$ cat src/rtl/mp_add_sequencer_pkg.sv
// Shared definitions for the multi-precision add/sub sequencer: state encoding
// and the chunk-index width helper.
package mp_add_sequencer_pkg;

    typedef logic [1:0] state_t;

    localparam state_t ST_IDLE = 2'd0;
    localparam state_t ST_RUN  = 2'd1;
    localparam state_t ST_DONE = 2'd2;

    // Index counter width; a single-chunk build still needs one bit.
    function automatic int idx_width(input int k);
        if (k <= 2) return 1;
        else        return $clog2(k);
    endfunction

endpackage

$ cat src/rtl/mp_add_sequencer_rcadder.sv
// N-bit ripple-carry adder built from full-adder cells; the datapath shared
// by every chunk of a multi-precision operation.
module fullAdder (
    input  logic a,
    input  logic b,
    input  logic cin,
    output logic s,
    output logic cout
);
    assign s    = a ^ b ^ cin;
    assign cout = (a & b) | (cin & (a ^ b));
endmodule

module RCAdder #(
    parameter int N = 8
) (
    input  logic [N-1:0] A,
    input  logic [N-1:0] B,
    input  logic         Cin,
    output logic [N-1:0] S,
    output logic         Cout
);
    logic [N:0] c;

    assign c[0] = Cin;
    assign Cout = c[N];

    for (genvar i = 0; i < N; i++) begin : g_fa
        fullAdder u_fa (
            .a   (A[i]),
            .b   (B[i]),
            .cin (c[i]),
            .s   (S[i]),
            .cout(c[i+1])
        );
    end
endmodule

$ cat src/rtl/mp_add_sequencer.sv
// W = N*K bit adder/subtractor that reuses one N-bit ripple adder over K cycles,
// least-significant chunk first, with valid/ready handshakes on both sides.
//
//   state   | meaning
//   --------+---------------------------------------------------------
//   IDLE    | in_ready=1, waiting for an operand pair
//   RUN     | one chunk per cycle, carry held in carry_q between chunks
//   DONE    | out_valid=1, result held until out_ready
module mp_add_sequencer
    import mp_add_sequencer_pkg::*;
#(
    parameter int N = 8,
    parameter int K = 4
) (
    input  logic           clk,
    input  logic           rst_n,
    input  logic           in_valid,
    output logic           in_ready,
    input  logic [N*K-1:0] op_a,
    input  logic [N*K-1:0] op_b,
    input  logic           cin,
    input  logic           sub,
    output logic           out_valid,
    input  logic           out_ready,
    output logic [N*K-1:0] sum,
    output logic           cout,
    output logic           busy
);
    localparam int W  = N * K;
    localparam int IW = idx_width(K);
    localparam logic [IW-1:0] IDX_LAST = IW'(K - 1);

    state_t        state;
    logic [IW-1:0] idx;
    logic [W-1:0]  a_q;
    logic [W-1:0]  b_q;
    logic [W-1:0]  sum_q;
    logic          carry_q;
    logic          cout_q;

    logic [N-1:0]  a_chunk;
    logic [N-1:0]  b_chunk;
    logic [N-1:0]  s_chunk;
    logic          c_chunk;

    always_comb begin
        a_chunk = '0;
        b_chunk = '0;
        for (int k = 0; k < K; k++) begin
            if (idx == IW'(k)) begin
                a_chunk = a_q[k*N +: N];
                b_chunk = b_q[k*N +: N];
            end
        end
    end

    RCAdder #(.N(N)) u_add (
        .A   (a_chunk),
        .B   (b_chunk),
        .Cin (carry_q),
        .S   (s_chunk),
        .Cout(c_chunk)
    );

    always_ff @(posedge clk or negedge rst_n) begin
        if (!rst_n) begin
            state   <= ST_IDLE;
            idx     <= '0;
            a_q     <= '0;
            b_q     <= '0;
            sum_q   <= '0;
            carry_q <= 1'b0;
            cout_q  <= 1'b0;
        end else begin
            case (state)
                ST_IDLE: begin
                    if (in_valid) begin
                        a_q     <= op_a;
                        // Subtraction is A + ~B + 1; cin is deliberately ignored.
                        b_q     <= sub ? ~op_b : op_b;
                        carry_q <= sub ? 1'b1 : cin;
                        idx     <= '0;
                        sum_q   <= '0;
                        state   <= ST_RUN;
                    end
                end
                ST_RUN: begin
                    for (int k = 0; k < K; k++) begin
                        if (idx == IW'(k)) sum_q[k*N +: N] <= s_chunk;
                    end
                    carry_q <= c_chunk;
                    if (idx == IDX_LAST) begin
                        cout_q <= c_chunk;
                        idx    <= '0;
                        state  <= ST_DONE;
                    end else begin
                        idx <= idx + 1'b1;
                    end
                end
                ST_DONE: begin
                    if (out_ready) state <= ST_IDLE;
                end
                default: state <= ST_IDLE;
            endcase
        end
    end

    assign in_ready  = (state == ST_IDLE);
    assign out_valid = (state == ST_DONE);
    assign busy      = (state == ST_RUN) || (state == ST_DONE);
    assign sum       = sum_q;
    assign cout      = cout_q;

endmodule

$ cat config.mk
export PLATFORM = sky130hd
export DESIGN_NAME = mp_add_sequencer
export DESIGN_NICKNAME = d
export VERILOG_FILES = /design/src/rtl/mp_add_sequencer_pkg.sv /design/src/rtl/mp_add_sequencer_rcadder.sv /design/src/rtl/mp_add_sequencer.sv
export SDC_FILE = /design/constraint.sdc
export NUM_CORES = 1
export LEC_CHECK = 0
export ABC_CLOCK_PERIOD_IN_PS = 6490
export CORE_MARGIN = 1
export CORE_UTILIZATION = 45
export DETAILED_ROUTE_END_ITERATION = 7
export PLACE_DENSITY = 0.72
export SLEW_MARGIN = 30
export SYNTH_ARGS = -nofsm -noshare
export SYNTH_HDL_FRONTEND = slang
export SYNTH_SLANG_ARGS = --single-unit
$ cat constraint.sdc
create_clock -name clk -period 6.49 [get_ports clk]
set_clock_uncertainty 0.15 [all_clocks]
set_input_delay 1.298 -clock clk [delete_from_list [all_inputs] [get_ports clk]]
set_output_delay 1.298 -clock clk [all_outputs]
set_load 0.03 [all_outputs]
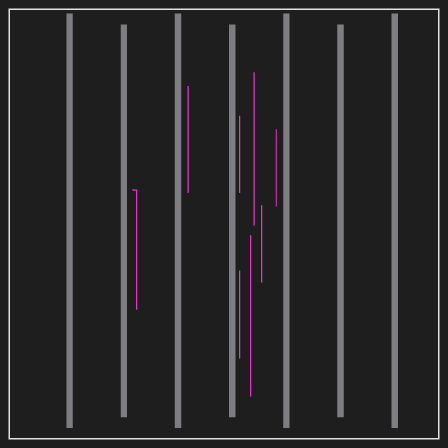
Fig. 1. Metal 4 (run 1).
Supply wires on this layer in grey.
main direction	vertical
longest straight run	40.1 µm
wire length on this layer	214 µm
vias: 3464
total routed wirelength: 10500 µm

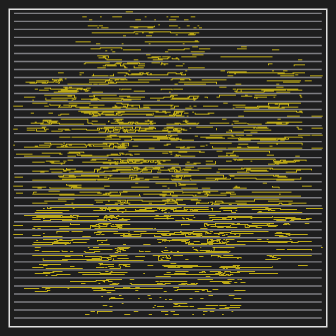
Fig. 2. The metal 1 layer (run 1).
Supply wires on this layer in grey.
nets with wire on the layer	529
main direction	horizontal
longest straight run	27.1 µm
share of all routed wire	46%
wire length on this layer	4790 µm
met1 layer usage reported by global route: 25.6%

==> run summary, run 1 <==
The synthesis and place-and-route flow finished, so here is a summary.

The run finished with clean final reports. The worst setup path is launched from a register. The number of signal-net buffers in the layout came out at 109. The routed via count divided by cell count is 5.13. The routability congestion estimate from global placement is 0.821. The logic area is 0.00221 mm².

The most common logic cells in the final layout are clkdlybuf4s50_1 (103), dfrtp_1 (102), mux2_2 (64), nand2_1 (40), o21ai_0 (38). The worst slew margin relative to its limit is 40.9%. Summed over all nets, wire length on met2 after detailed routing comes to 5040 µm.

For reference, the top cells by area after synthesis are dfrtp_1 (51%), mux2_2 (14%), xnor2_1 (4.2%), o21ai_0 (3.8%), a21oi_1 (3.7%). The number of cells on the worst hold path came out at 2. Per the detail_route log, met3 wirelength is 466 µm. The yosys warning tally came out at 0. The highest signal layer in the routed design is met4. The source-to-sink clock delay at the later pin of the worst-skew pair came out at 370 ps.

Per the GRT congestion report, total overflow comes to 0. The main power-consuming group is combinational cells. The first global-routing pass estimated 17300 µm of wire. The register share of total power is 33.3%. The max-cap violation count came out at 0.

The post-synthesis share of cell area spent on and-or and or-and gates came out at 12.9%. The largest net degree at the start of global routing came out at 91. Once detailed placement completed, the half-perimeter wirelength came to 7900 µm. The largest cell class by area is sequential cells. The power per standard cell area is 523 mW/mm². The first element of the critical path is idx[0]. The floorplan utilization is 46.2%.

After routing the design area is 0.00632 mm². The clock share of power came out at 12.8%. Per the CTS log, the root buffer master is clkbuf_8. The number of nets handed over by synthesis was 524. The chip footprint is 0.0115 mm². The xor/xnor share of the synthesized area came out at 5.63%. The power attributed to sequential cells is 1.10 mW. The worst-case clock buffer depth is 2.

In this design, the critical path's most frequently occurring cell is fa_1. The routing usage on met2 came out at 32.9%. The number of antenna violations at the first check in global routing is 0.

The portion of the layout cell area used by non-clock buffers came out at 17.0%. The number of buffers created by CTS came out at 9. The top-level I/O count came out at 106. Among all cell types in the netlist, the one instantiated most often is dfrtp_1. The OpenROAD warning count came out at 31. The post-route netlist has 17.6% of its cells at a drive strength greater than 1. The share of synthesized cell area in full adder, half adder and majority cells is 4.97%. For this run, design rule violations remaining after detail routing come to 0. By count the netlist is led by dfrtp_1 (102), mux2_2 (64), nand2_1 (41), o21ai_0 (38), a21oi_1 (37). The power report puts the leakage power at 2.75 nW. For reference, the final report shows the max-slew violation count at 0. The final-report hold violation count came out at 0. The sequential portion of the cell area came out at 40.4%. The share of flip-flops with an asynchronous set or reset is 100%. The final critical path time including I/O delays and setup is 5190 ps.

The number of global-route vias before repair is 3538. The CTS clock-pin slew for the worst setup and hold paths is 90 ps. The flip-flop and latch count came out at 102.

STA lists the startpoint of the worst register-to-register path as idx[0]. The width of the die is 107 µm. The critical path capture point type is a register.

The switching part of the total power came out at 41.1%. The clock buffer and inverter area fraction after layout is 3.36%. The number of library cell types mapped by synthesis is 29.

The switching power of the nets is 1.36 mW. The area taken by sequential standard cells is reported as 0.00255 mm². The share of the clock period used by the worst path after layout came out at 79.9%. Counting the inverters off the clock network in the layout gives 27. Checking hold timing, the worst path is listed with class register to register. The clock network power is 0.423 mW. Of the total standard cell area in the layout, the multi-input combinational portion is 34.9%. Per the synthesis report, the dominant area consumer among library cells is dfrtp_1.

Leaving out fill and tap cells, the most frequent cell in the layout is clkdlybuf4s50_1. For reference, the post-synthesis area per instance comes to 11.3 µm². The flow reports power dissipated in combinational cells as 1.78 mW. Once synthesis finished, the tally of register bits stood at 102. Looking at the hold checks, the worst path lands on b_q[4]. Of the combinational cells, the family taking the most area is multiplexers. The number of antenna diodes is 0. From the final report, the count of setup violators was given as 0.

The path type of the worst setup path is register to register. The cell row count is 38. The critical path ends at sum[31]. The endpoint arrival time on the critical path is 5280 ps. The well-tap cell count came out at 140. The summed negative setup slack over all endpoints is 0 ps. The number of cell instances after yosys synthesis is 439. Total global-route track usage over all layers is 19.7%. Setup repair after global routing left no endpoint under its margin. In this run, the number of DRC markers left after iteration 0 of detailed routing was 130. The power after layout is 3.31 mW. For the worst reg-to-reg path, the endpoint reported by OpenROAD is sum[31]. The count of input and output buffers is 105. The dominant delay contributor by cell family on the critical path is adder cells. The placed instances occupy a cell area of 0.00611 mm². The critical-path cell with the highest stage delay is dfrtp_1.

The mux cell area share after synthesis is 15.1%. After synthesis, the chip area reported by Yosys is 0.00498 mm². The worst path meets setup with 1300 ps of slack. The instance count of the mapped netlist is 439. The met3 routing resource usage after global routing came out at 3.59%. Yosys mapped a number of flops with a built-in enable equal to 0.

The synthesized netlist occupies a cell area of 0.00498 mm². The routed length on met1 came out at 4790 µm. The register-to-register path setup slack is 1300 ps.

The combinational fraction of design power is 53.9%. The number of instances resized during post-cts repair came out at 0. The critical path goes through inv_1 > ha_1 > buf_4 > a21oi_1 > o21ai_0 > a22o_1 > fa_1 > fa_1 > fa_1 > fa_1 > fa_1 > inv_1 > fa_1 > fa_1 > inv_1 > fa_1 > and2_1 > mux2_1. The clock sink count came out at 102.

The first-pass iteration count of the detailed router is 7. The data required time at the worst endpoint came out at 6580 ps. The register area share after synthesis came out at 51.2%. The number of non-filler instances in the completed layout is 675. The post-route worst hold slack came out at 334 ps. The tally of nets with antenna violations remaining after routing came out at 0.

The clock tree from TritonCTS is done. Of the total synthesized cell area, the portion taken by AND, OR, NAND and NOR gates is 5.55%. The post-CTS setup buffer count came out at 0.

The buffer-and-inverter tally for the worst setup path is 4. The critical path depth in cells is 18. The worst setup slack after placement is 1130 ps. The top-area cell type share of the netlist area is 51.2%.
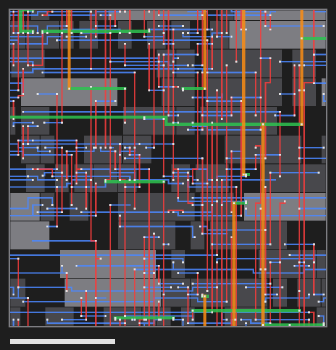
Fig. 3. Zoomed window (run 1).
Scale bar: 10 µm. Region (39, 39) to (69, 69) µm. Cells in grey, sequential cells in the stronger grey; small squares are vias.
layer	colour
met3	green
met4	orange
met2	red
met1	blue
sequential cells in the window	5
most frequent	a21oi_1 (11), fa_1 (8), nand2_1 (7)
netlist names of flops here include	`b_q` (2), `idx` (2)
cells with their middle in the window	59

--- run 2 (diff from run 1) ---
--- a/config.mk
+++ b/config.mk
@@ -5,11 +5,11 @@
 export SDC_FILE = /design/constraint.sdc
 export NUM_CORES = 1
 export LEC_CHECK = 0
-export ABC_CLOCK_PERIOD_IN_PS = 6490
+export ABC_CLOCK_PERIOD_IN_PS = 4220
 export CORE_MARGIN = 1
 export CORE_UTILIZATION = 45
 export DETAILED_ROUTE_END_ITERATION = 7
-export PLACE_DENSITY = 0.72
+export PLACE_DENSITY = 0.75
 export SLEW_MARGIN = 30
 export SYNTH_ARGS = -nofsm -noshare
 export SYNTH_HDL_FRONTEND = slang
==> constraint.sdc (replaced) <==
create_clock -name clk -period 4.22 [get_ports clk]
set_clock_uncertainty 0.15 [all_clocks]
set_input_delay 0.844 -clock clk [delete_from_list [all_inputs] [get_ports clk]]
set_output_delay 0.844 -clock clk [all_outputs]
set_load 0.03 [all_outputs]
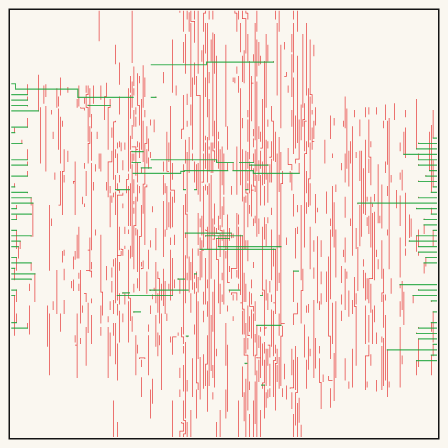
Fig. 4. Signal wires by layer (run 2).
Only two layers are drawn.
layer	colour	wire length
met3	green	502 µm
met2	red	5320 µm
GR Util All Layers: 20.7%
Wirelength per Cell: 15.9 µm
total routed wirelength: 10900 µm
vias: 3582

==> run 2 against run 1 <==
Via count increased by 3.4%. Worst setup slack worse by 1500 ps. Clock power up 58%. Die area did not move. Non-clock buffer count rose by 11. Final area increased by 2.9%. Largest power group unchanged. Final cell count up 1.6%. Register-to-register slack worse by 1500 ps. Global-route usage is 1.0 points higher. Hold slack better by 3.2 ps. Critical endpoint unchanged. Flip-flop count did not move. The run now ends with negative setup slack left. Sequential share of layout area is 1.1 points lower.
==> run summary, run 2 <==
The synthesis and place-and-route flow finished, so here is a summary.

The worst slew margin relative to its limit came out at 42.2%. The critical path capture point type is a register. The reported combinational group power came out at 2.96 mW. The clock share of power came out at 12.6%. The combinational fraction of design power came out at 55.7%.

The worst setup slack after placement is -237 ps. The root buffer cell chosen for the clock tree is clkbuf_8. The source-to-sink clock delay at the later pin of the worst-skew pair is 360 ps.

The synthesized area per cell came out at 11.3 µm². The OpenROAD warning count came out at 34. The tally of nets with antenna violations remaining after routing came out at 0. The number of signal-net buffers in the layout came out at 120. The timing report gives the clock slew at the launch and capture registers of the worst setup and hold paths as 90 ps. The clock buffer and inverter area fraction after layout came out at 3.42%. STA classifies the critical path startpoint as a register. The routed design uses 502 µm of met3 wire. The final-report hold violation count is 0. The max-cap violation count is 0. The design draws 5.31 mW. The startpoint identified for the worst register-to-register timing path is idx[0]. The summed negative setup slack over all endpoints came out at -664 ps. The final count of pins violating max slew is 0. The combined flip-flop and latch cell area came out at 0.00255 mm². The met3 routing resource usage after global routing came out at 4.32%.

The number of buffers created by CTS is 9. For met1 alone, demand over resource in global routing was 26.4%. The post-route worst hold slack is 337 ps.

The number of antenna violations at the first check in global routing came out at 0. The flip-flop and latch count is 102. The area-dominant cell class after layout is sequential cells.

The register area share after synthesis is 51.2%. The share of final-layout standard cells stronger than drive strength 1 is 22.3%. The top cell types in the final layout, fill and taps aside, are clkdlybuf4s50_1 (103), dfrtp_1 (102), mux2_2 (64), nand2_1 (40), o21ai_0 (36). The area of the placeable core is 0.0108 mm². The first-pass iteration count of the detailed router came out at 4. The capture point of the worst register-to-register path is recorded as sum[31]. The first global-routing pass estimated 18000 µm of wire. The residual overflow from global routing is 0. The setup check on the worst reg-to-reg path leaves a slack of -190 ps. The endpoint arrival time on the critical path came out at 4520 ps. The leakage power came out at 2.81 nW.

The switching power of the nets is 2.15 mW. Per the OpenROAD timing report, the critical path contains 17 cells. The largest net degree at the start of global routing came out at 82. The routed via count divided by cell count came out at 5.22. The commonest cells after synthesis are dfrtp_1 (102), mux2_2 (64), nand2_1 (41), o21ai_0 (38), a21oi_1 (37). The portion of the layout cell area used by non-clock buffers is 18.0%. The data required time at the worst endpoint came out at 4320 ps. The number of non-filler instances in the completed layout came out at 686. The library cell used most frequently in the layout, excluding fill and tap cells, is clkdlybuf4s50_1. The clock sink count is 102.

Before placement the cells fill 46.2% of the core. The top-area cell type share of the netlist area came out at 51.2%. Measured along the x axis, the die boundary spans 107 µm. Across the placement rows, the number of tap cells is 140. The initial DRC count came out at 153.

OpenSTA lists the critical path startpoint as idx[0]. The routed length on met1 came out at 4750 µm. The switching part of the total power came out at 40.4%. The launch point of the worst min-delay path is recorded as b_q[26]. Setup repair after global routing could not meet its margin everywhere.

Multi-input logic gates represent a cell area share of 35.1%. The synthesized chip area reported by yosys is 0.00498 mm². The cell area after technology mapping came out at 0.00498 mm². Counting the inverters off the clock network in the layout gives 27.

The post-synth tally of flip-flops with integrated enable came out at 0. Among all stages on the critical path, the largest delay is contributed by dfrtp_1. The clock network power came out at 0.668 mW. The share of flip-flops with an asynchronous set or reset is 100%. The checks that failed: negative setup slack. The timing report shows the most common cell along the critical path to be fa_2. Based on the critical path, the design can be clocked at up to 0.227 GHz. Warnings reported by Yosys during synthesis add up to 0.

The number of library cell types mapped by synthesis came out at 29. The routing usage on met2 came out at 34.7%. The cell row count came out at 38. The number of cells on the worst hold path came out at 2. The share of synthesized cell area in full adder, half adder and majority cells came out at 4.97%. The register bit total from synthesis came out at 102. The cell area after placement came out at 0.00622 mm². The top-level I/O count came out at 106. The buffer-and-inverter tally for the worst setup path is 3. The half-perimeter wire length of the detailed placement result is 8280 µm. The dominant delay contributor by cell family on the critical path is adder cells. The power attributed to sequential cells came out at 1.69 mW.

Looking at the clock tree report, the maximum root-to-sink buffer count equals 2. The report lists the cells along the critical path as inv_2 > ha_4 > a21oi_2 > o21ai_1 > a22o_1 > fa_2 > fa_2 > fa_2 > fa_2 > fa_2 > inv_2 > fa_2 > fa_1 > inv_1 > fa_2 > and2_4 > mux2_1. The path type of the worst setup path is register to register. The final-stage net count is 626.

Post-CTS repair changed the size of 7 cells. The run finished, with violations left. Note that the worst hold path type here is register to register.

The number of cell instances after yosys synthesis came out at 439. The post-synthesis share of cell area spent on and-or and or-and gates is 12.9%. The register share of total power came out at 31.7%. The sequential portion of the cell area is 39.2%. The main power-consuming group is combinational cells. Per the synthesis report, the XOR/XNOR share of the synthesized area is 5.63%. The number of DRC violations after detailed routing is 0. The highest signal layer in the routed design is met4.

The number of global-route vias before repair is 3614. STA shows the worst min-delay path finishing at b_q[26]. The mux cell area share after synthesis came out at 15.1%.

The critical path endpoint is sum[31]. The routability congestion estimate from global placement came out at 0.854. The number of antenna diodes is 0.

The count of endpoints failing setup in the final report came out at 4. The final critical path time including I/O delays and setup is 4410 ps. In the post-synthesis netlist, the cell with the most instances is dfrtp_1. The power per standard cell area came out at 817 mW/mm². The number of nets in the synthesized netlist is 524. The final critical path takes up 105% of the cycle. Looking at the post-CTS report, the setup buffer insertion count equals 0. Looking at area per cell type in the netlist, the leader is dfrtp_1. TritonCTS built the clock tree. The final standard cell area without fillers came out at 0.00650 mm². The floorplan die height came out at 107 µm. Per STA, the highest per-stage delay on the worst path measures 430 ps. The worst setup margin is -194 ps. The transition time recorded at the tightest slew-check pin is 867 ps.

Among the non-sequential cells, multiplexers take the most area. The instance count of the mapped netlist is 439. Yosys attributes the largest share of cell area to dfrtp_1 (51%), mux2_2 (14%), xnor2_1 (4.2%), o21ai_0 (3.8%), a21oi_1 (3.7%).
--- run 3 (diff from run 2) ---
--- a/config.mk
+++ b/config.mk
@@ -8,6 +8,7 @@
 export ABC_CLOCK_PERIOD_IN_PS = 4220
 export CORE_MARGIN = 1
 export CORE_UTILIZATION = 45
+export CTS_CLUSTER_DIAMETER = 50
 export DETAILED_ROUTE_END_ITERATION = 7
 export PLACE_DENSITY = 0.75
 export SLEW_MARGIN = 30
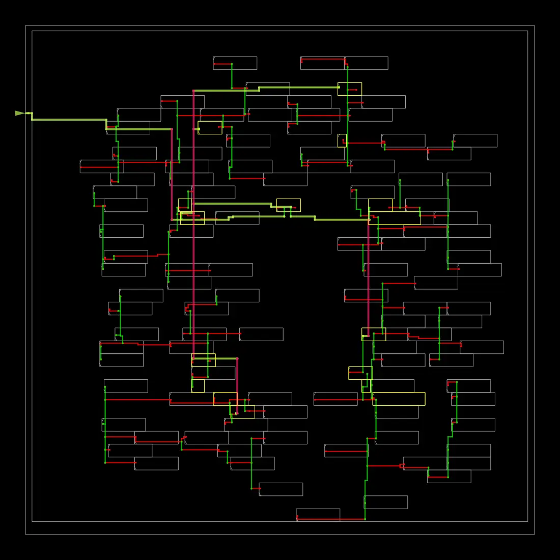
Fig. 5. Clock wiring as the flow saved it (run 3).
count of clock-net buffers in the final layout: 10
clock latency on the worst-skew pair: 360 ps
P_clk: 0.668 mW
number of buffers created by CTS: 9

==> run 3 against run 2 <==
The run still ends with negative setup slack left. Final cell count did not move. Clock power barely moved. Utilization did not move. Synthesized area did not move. Power did not move. Largest cell class unchanged. Largest power group unchanged. Highest routed layer unchanged.
==> run summary, run 3 <==
The synthesis and place-and-route flow finished, so here is a summary.

The critical path depth in cells is 17. Summed over all instances, the cell type with the most area after synthesis is dfrtp_1. In the post-synthesis netlist, the biggest area contributors are dfrtp_1 (51%), mux2_2 (14%), xnor2_1 (4.2%), o21ai_0 (3.8%), a21oi_1 (3.7%). The count of nets left with antenna violations once routing finished came out at 0. For met3 alone, demand over resource in global routing was 4.32%.

The highest cell delay on the worst timing path is 430 ps. The global router's overall resource usage is 20.7%. The clock tree has to reach 102 sinks.

Warnings raised by the tools during the run amount to 34. The cell area after technology mapping is 0.00498 mm². The register bit total from synthesis is 102. For this run the aggregate overflow at the end of global routing stands at 0.

The routability congestion estimate from global placement came out at 0.854. The register area share after synthesis came out at 51.2%. The placed instances occupy a cell area of 0.00622 mm².

The met3 wire length came out at 502 µm. The worst slew margin relative to its limit came out at 42.2%. The region available for standard cell placement spans 0.0108 mm². The post-synth tally of flip-flops with integrated enable is 0. The floorplan die height is 107 µm.

The routed wire length is 10900 µm. The share of flip-flops with an asynchronous set or reset came out at 100%. Endpoints failing hold in the final report were tallied at 0. By area, sequential cells come first.

The endpoint arrival time on the critical path is 4520 ps. The clock share of power is 12.6%. The first-pass GRT wire length came out at 18000 µm. The xor/xnor share of the synthesized area is 5.63%. The switching part of the total power came out at 40.4%. The number of non-filler instances in the completed layout came out at 686. The cell row count came out at 38. Looking at the clock tree report, the root buffer type is clkbuf_8. The initial DRC count came out at 153. Global routing used 26.4% of the available met1 tracks. Across all layers, the routed design uses 3582 vias.

The critical path endpoint is sum[31]. The finished cells cover 0.00650 mm². In the synthesized netlist, the dominant kind of combinational cell is multiplexers. The setup check on the worst reg-to-reg path leaves a slack of -190 ps.

The width of the die is 107 µm. The top-level I/O count came out at 106. The number of cells on the worst hold path came out at 2.

The number of DRC violations after detailed routing came out at 0. The buffer-and-inverter tally for the worst setup path came out at 3. The biggest slice of the total power is consumed by combinational cells. The half-perimeter wire length of the detailed placement result came out at 8280 µm. The most common cell in the netlist is dfrtp_1. The portion of the layout cell area used by non-clock buffers is 18.0%. Combinational cells account for 55.7% of the total power. The share of final-layout standard cells stronger than drive strength 1 came out at 22.3%. The timing report shows that the slowest cell on the worst path is dfrtp_1. The power after layout came out at 5.31 mW.

The layout inverter count without the clock tree is 27. The worst path in the final design needs a cycle of 4410 ps, including I/O delays and setup. The simple-gate share of the synthesized area is 5.55%. The chip area line in the Yosys stat output reads 0.00498 mm².

Yosys reports the multiplexer fraction of the synthesized area as 15.1%. The share of synthesized cell area in full adder, half adder and majority cells came out at 4.97%. The combined flip-flop and latch cell area came out at 0.00255 mm². The worst setup slack after placement is -237 ps. By instance count after routing, the leading logic cell type is clkdlybuf4s50_1. Of the total standard cell area in the layout, the sequential portion is 39.2%. In the per-layer breakdown of the detailed-route log, met1 shows 4750 µm. The max-cap violation count is 0.

Per STA, the worst path accumulates the most delay in the family adder cells. The detailed route wirelength on metal2 came out at 5320 µm. The flow ran to the end, but the final reports show violations.

Once routing completed, OpenROAD measured the worst setup slack at -194 ps. The final count of pins violating max slew came out at 0. The largest net degree at the start of global routing is 82. The maximum net fanout on the critical path is 7. The worst register-to-register path ends at sum[31]. The CTS clock-pin slew for the worst setup and hold paths came out at 90 ps. Of the total synthesized cell area, the portion taken by AND-OR and OR-AND cells is 12.9%. The clock buffer and inverter area fraction after layout came out at 3.42%. For the sequential group, total power comes out at 1.69 mW. The most numerous cell on the critical path is fa_2. The yosys warning tally is 0.

The final reports fail on negative setup slack. The combinational share of cell area came out at 35.1%. The highest signal layer in the routed design is met4. The count of endpoints failing setup in the final report is 4. The post-CTS setup buffer count came out at 0. The sort of element at the start of the critical path is a register. Total power normalized to cell area comes to 817 mW/mm². The number of antenna violations at the first check in global routing is 0. The count of input and output buffers is 105.

The first-pass iteration count of the detailed router came out at 4. The summed negative setup slack over all endpoints came out at -664 ps. The final-stage net count came out at 626. Tracing the worst setup path back leads to its startpoint at idx[0]. The type recorded for the worst min-delay path is register to register.

The number of sequential cells reported for the layout is 102. The slew at the pin closest to its max-slew limit came out at 867 ps. The average detailed-routed wire length per instance came out at 15.9 µm.

The worst hold endpoint is b_q[26]. The register share of total power came out at 31.7%. The instance count of the mapped netlist came out at 439.

In the finished design, the share of the clock period the worst path needs comes to 105%. For this design, Yosys synthesis ends with a cell count of 439. The net count after synthesis is 524. In the floorplan report the effective utilization is 46.2%. The layout has 120 buffers outside the clock class. The post-route worst hold slack came out at 337 ps.
No activity file was given, so power comes from the tool's default toggle rates.
